<file path="config.mk">
export PLATFORM = sky130hd
export DESIGN_NAME = mem_bus_arbiter
export DESIGN_NICKNAME = d
export VERILOG_FILES = /design/src/rtl/mem_bus_arbiter.sv
export SDC_FILE = /design/constraint.sdc
export NUM_CORES = 1
export LEC_CHECK = 0
export CORE_AREA = 3 3 155 157
export DETAILED_ROUTE_END_ITERATION = 16
export DIE_AREA = 0 0 158 160
export GPL_ROUTABILITY_DRIVEN = 1
export PLACE_DENSITY = 0.62
export SLEW_MARGIN = 20
export SYNTH_ARGS = -nofsm -noshare
export SYNTH_HDL_FRONTEND = slang
export SYNTH_SLANG_ARGS = --single-unit
</file>
<file path="constraint.sdc">
create_clock -name CLK -period 1.61 [get_ports CLK]
set_input_delay 0.161 -clock CLK [delete_from_list [all_inputs] [get_ports CLK]]
set_output_delay 0.161 -clock CLK [all_outputs]
set_load 0.05 [all_outputs]
</file>
<file path="src/rtl/mem_bus_arbiter.sv">
// Shared RAM port scheduler: round-robin over NREQ requesters (MEM_ARB_DATA_PRIORITY_EN favours odd/data ports).
// Latency: enable 1 cycle after grant, done 1 cycle after ram_ready, 3-cycle minimum turnaround.
// Backpressure: ram_ready stretches ACCESS indefinitely; requesters hold until their done strobe.
module mem_bus_arbiter #(
    parameter int NREQ = 4,
    parameter int AW   = 32,
    parameter int DW   = 32
) (
    input  logic                    CLK,
    input  logic                    RST,
    input  logic [NREQ-1:0]         req_ren,
    input  logic [NREQ-1:0]         req_wen,
    input  logic [NREQ*AW-1:0]      req_addr,
    input  logic [NREQ*DW-1:0]      req_store,
    output logic [NREQ-1:0]         req_done,
    output logic [DW-1:0]           req_load,
    output logic                    ram_ren,
    output logic                    ram_wen,
    output logic [AW-1:0]           ram_addr,
    output logic [DW-1:0]           ram_store,
    input  logic [DW-1:0]           ram_load,
    input  logic                    ram_ready,
    output logic                    busy,
    output logic [$clog2(NREQ)-1:0] grant_id
);

    localparam int IW = $clog2(NREQ);

    typedef enum logic [1:0] {
        IDLE   = 2'd0,
        ACCESS = 2'd1,
        RESP   = 2'd2
    } state_t;

    state_t          state_q, state_d;
    logic [IW-1:0]   rr_ptr_q, rr_ptr_d;
    logic [IW-1:0]   grant_q, grant_d;
    logic [AW-1:0]   addr_q, addr_d;
    logic [DW-1:0]   store_q, store_d;
    logic            wr_q, wr_d;
    logic [DW-1:0]   load_q, load_d;

    logic [NREQ-1:0] active;
    logic [NREQ-1:0] data_mask;
    logic [NREQ-1:0] cand;
    logic            found;
    logic [IW-1:0]   pick;
    logic [IW-1:0]   scan_idx;
    logic [AW-1:0]   sel_addr;
    logic [DW-1:0]   sel_store;
    logic            sel_wr;

    assign active = req_ren | req_wen;

    always_comb begin
        data_mask = '0;
        for (int i = 0; i < NREQ; i++) begin
            data_mask[i] = ((i % 2) == 1);
        end
    end

`ifdef MEM_ARB_DATA_PRIORITY_EN
    // A pending load/store miss stalls a pipeline, so data ports shut out fetches while any is active.
    assign cand = (|(active & data_mask)) ? (active & data_mask) : active;
`else
    assign cand = active;
`endif

    always_comb begin
        found    = 1'b0;
        pick     = '0;
        scan_idx = '0;
        for (int k = 0; k < NREQ; k++) begin
            scan_idx = IW'((int'(rr_ptr_q) + k) % NREQ);
            if (!found && cand[scan_idx]) begin
                found = 1'b1;
                pick  = scan_idx;
            end
        end
    end

    always_comb begin
        sel_addr  = '0;
        sel_store = '0;
        sel_wr    = 1'b0;
        for (int i = 0; i < NREQ; i++) begin
            if (pick == IW'(i)) begin
                sel_addr  = req_addr[i*AW +: AW];
                sel_store = req_store[i*DW +: DW];
                sel_wr    = req_wen[i];
            end
        end
    end

    always_ff @(posedge CLK) begin
        if (RST) begin
            state_q  <= IDLE;
            rr_ptr_q <= '0;
            grant_q  <= '0;
            addr_q   <= '0;
            store_q  <= '0;
            wr_q     <= 1'b0;
            load_q   <= '0;
        end else begin
            state_q  <= state_d;
            rr_ptr_q <= rr_ptr_d;
            grant_q  <= grant_d;
            addr_q   <= addr_d;
            store_q  <= store_d;
            wr_q     <= wr_d;
            load_q   <= load_d;
        end
    end

    always_comb begin
        state_d   = state_q;
        rr_ptr_d  = rr_ptr_q;
        grant_d   = grant_q;
        addr_d    = addr_q;
        store_d   = store_q;
        wr_d      = wr_q;
        load_d    = load_q;
        req_done  = '0;
        ram_ren   = 1'b0;
        ram_wen   = 1'b0;
        ram_addr  = '0;
        ram_store = '0;

        unique case (state_q)
            IDLE: begin
                if (found) begin
                    grant_d = pick;
                    addr_d  = sel_addr;
                    store_d = sel_store;
                    wr_d    = sel_wr;
                    state_d = ACCESS;
                end
            end
            ACCESS: begin
                ram_addr  = addr_q;
                ram_store = store_q;
                ram_ren   = ~wr_q;
                ram_wen   = wr_q;
                if (ram_ready) begin
                    load_d  = wr_q ? '0 : ram_load;
                    state_d = RESP;
                end
            end
            RESP: begin
                req_done = NREQ'(1) << grant_q;
                rr_ptr_d = (grant_q == IW'(NREQ - 1)) ? '0 : grant_q + 1'b1;
                state_d  = IDLE;
            end
            default: begin
                state_d = IDLE;
            end
        endcase
    end

    assign req_load = load_q;
    assign busy     = (state_q != IDLE);
    assign grant_id = grant_q;

endmodule

</file>
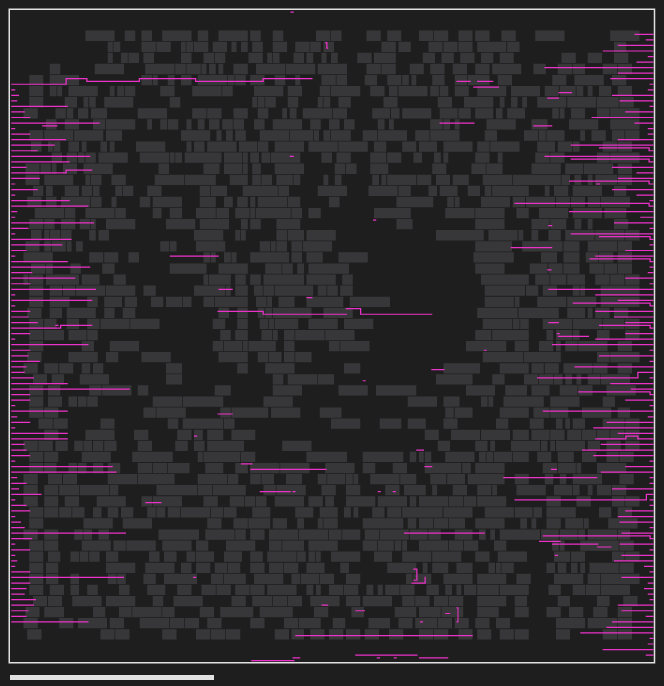
met3.png
Scale bar: 50 um.
wire length on this layer = 2190 um
share of all routed wire = 6.5%
nets with wire on the layer = 246
longest straight run = 43.2 um

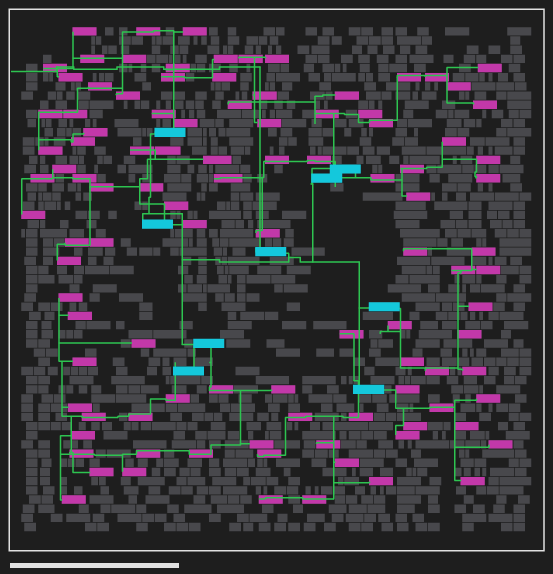
clock_map.png
Scale bar: 50 um.
green -> clock wires  # length 1630 um
cyan -> cells driving clock nets  # count 9
magenta -> flip-flops  # count 103
flops lie = all over the die

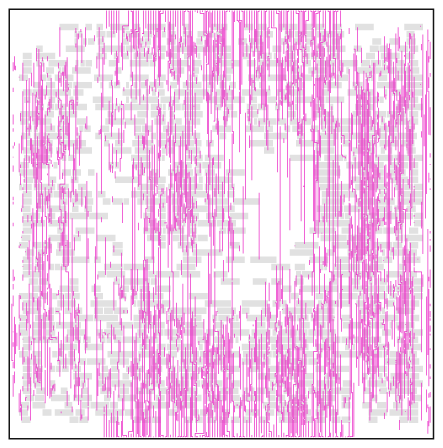
met2.png
wire length on this layer = 17700 um
main direction = vertical
share of all routed wire = 53%
nets with wire on the layer = 1290
longest straight run = 143 um

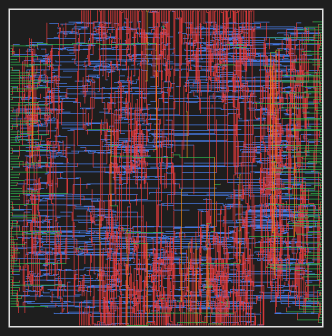
metal_stack.png
orange -> met4  # wire length 926 um
green -> met3  # wire length 2190 um
blue -> met1  # wire length 12900 um
red -> met2  # wire length 17700 um

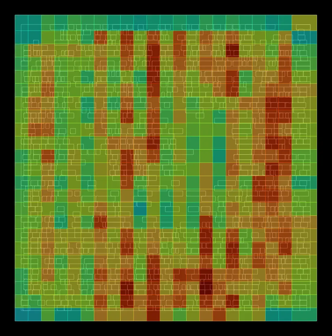
final_congestion.png
grt peak-use layer: met2
overall track demand over capacity in global routing: 24.1%
wire length per cell: 22.9 um

state kept, by name, indices dropped and copies added (netlist names):
| signal | flops |
|---|---|
| addr_q | 32 |
| grant_id | 2 |
| req_load | 32 |
| rr_ptr_q | 2 |
| state_q | 2 |
| store_q | 32 |
| wr_q | 1 |
cell families (layout without fill, tap and decap cells):
logic type / count (synthesis) / count (layout) / synth area share, %
adders and majority gates: 4 / 4 / 0.804
DFF: 103 / 103 / 33.1
AOI/OAI and AO/OA: 247 / 247 / 31.5
other: 0 / 2 / 0
buffers and inverters: 76 / 540 / 6.15
muxes: 22 / 22 / 3.54
and+or+nand+nor: 274 / 275 / 24.9
critical path, stage by stage, from the launching register on:
cell	delay (ns)
dfxtp_2	0.33
buf_6	0.11
nor2b_4	0.17
buf_6	0.19
clkbuf_16	0.16
and2_4	0.15
buf_12	0.13
synthesized netlist by cell type, types with 2 or more instances:
master    number  area share [%]
inv_1          3            0.18
buf_2         23             1.8
o22ai_1       19             1.9
a211oi_2      40             8.0
buf_1          4            0.24
and2_1        69             6.9
clkbuf_1      31             1.9
mux2i_1       22             3.5
and3_1        45             4.5
or2_2          9            0.90
nor2b_1        3            0.30
ha_1           4            0.80
o21ai_1       40             3.2
a221oi_1      19             2.7
nand2_1       53             3.2
nor3b_1       32             3.9
nor2_2         2            0.20
dfxtp_1      103              33
o21a_1         2            0.24
or2_1         12             1.2
a211oi_1       5            0.60
nor2_4         2            0.36
a21oi_1       37             3.0
o21ai_0        6            0.48
o221ai_1      47             6.6
nor2_1        41             2.5
buf_6          4            0.72
o21ai_2        2            0.28
nand2b_1       2            0.20
o21bai_1      19             2.3
buf_4         10             1.2
final cells by class:
cell class | instances | area [sq um]
Multi-Input combinational cell | 548 | 4620
Timing Repair Buffer | 521 | 6610
Sequential cell | 103 | 2070
Clock inverter | 7 | 72.6
Tap cell | 285 | 357
Antenna cell | 2 | 5.00
Fill cell | 1921 | 8670
Inverter | 3 | 11.3
Clock buffer | 9 | 225
metal layers:
layer | global-route usage (%) | vias up
met1 | 27.1 | 3622
met3 | 4.93 | 44
met2 | 45.5 | 295
li1 | - | 3624
met4 | 6.65 | 0
met5 | 0 | -
worst max path at each step:
stage                         to  slack, ns
floorplan              addr_q[0]      -0.02
global placement      store_q[0]      -0.59
detailed placement    store_q[2]      -0.63
CTS                   store_q[2]      -0.16
global route          addr_q[30]      -0.23
finish              ram_store[6]      -0.15
repair_timing:
| action | CTS | global route |
|---|---|---|
| resized | 141 | 116 |
| buffers inserted | 28 | 8 |
| setup endpoints to repair | 131 | 135 |
| cloned | 25 | 8 |
| pin swaps | 59 | 82 |
power breakdown:
| group | switching, W | total (W) | internal [W] |
|---|---|---|---|
| registers | 0.000137 | 0.00293 | 0.00279 |
| clock network | 0.00117 | 0.00227 | 0.00110 |
| logic | 0.00185 | 0.00411 | 0.00226 |
| total | 0.00316 | 0.00931 | 0.00616 |
stage by stage:
step	hold WS (ns)	std cells	total power [W]
finish	0.209	1478	0.00931
global placement	0.430	1395	0.00623
floorplan	0.325	726	0.00448
CTS	0.200	1464	0.00911
detailed placement	0.436	1395	0.00625
global route	0.213	1478	0.00973
==> run notes <==
Summary of implementation figures.

Routing
The number of remaining DRC errors is 0. The number of iterations in the first detailed-routing pass is 5. The total met3 wirelength after detailed routing is 2190 um. The met2 wire length is 17700 um.

The routed wire length is 33800 um.

Yosys
The mean post-synth cell area is ~8.6 sq um. The net count after synthesis is 1029. Yosys stat counts 726 cells in the synthesized netlist. The distinct cell type count of the synthesized netlist is about 47. The async set-or-reset flop fraction in the synthesized netlist is 0%.

Synthesis produced 726 cells. The synthesis log from Yosys contains 0 warnings.

Final timing
From the final report, the count of setup violators was given as 132. The post-route worst setup slack is -0.152 ns. The headroom to the max-slew limit is between 70% and 80%. In the finished design, the share of the clock period the worst path needs comes to 109%.

Between clock sinks in the finished design, the worst skew comes to 0.0138 ns. The setup TNS is -13.97 ns.

Floorplanning
After floorplanning, the core was sized to cover 22600 sq um. From left edge to right edge, the die measures 158 um. At the floorplan stage, the core utilization is reported as 27.5%.

Cells and area
The final report gives the standard cell area, fillers excluded, as 14000 sq um. The most common library cell in the layout ignoring fill and taps is clkdlybuf4s50_1. The most common logic cells in the final layout are clkdlybuf4s50_1 (289), dfxtp_1 (100), buf_12 (99), buf_4 (74), and2_4 (65).

The final net count is 1489. Of the cells placed in the final design, the portion with a size suffix greater than 1 is 38.1%. The area added between synthesis and finish is 125%.

Min path
The worst min-delay path class is in2reg. The start point of the worst min-delay path is RST. The number of stages on the worst hold path is 2.

Pwr
The power per standard cell area is 667 nW/um^2.

Outcome
The run finished, with violations left. The checks that failed: negative setup slack.

Clocking
The clock tree from TritonCTS is done. The H-tree generated during clock tree synthesis spans 3 levels.

Placed design
The weighted congestion reported at the end of routability-driven placement is 0.820. STA on the placed design reports a worst setup slack of -0.627 ns. The post-DP HPWL is around 21000 um.

Setup path
The arrival time at the worst endpoint is 1.60 ns. The data required time of the worst path is 1.45 ns. The worst setup path is captured at a primary output.

The setup check on the worst reg-to-reg path leaves a slack of -0.15 ns. The worst setup path is launched from a register. The classification of the worst setup path is reg2out.

Global route
The initial antenna violation count is 2. Global routing finished with a remaining overflow of 0.
No activity file was given, so power comes from the tool's default toggle rates.
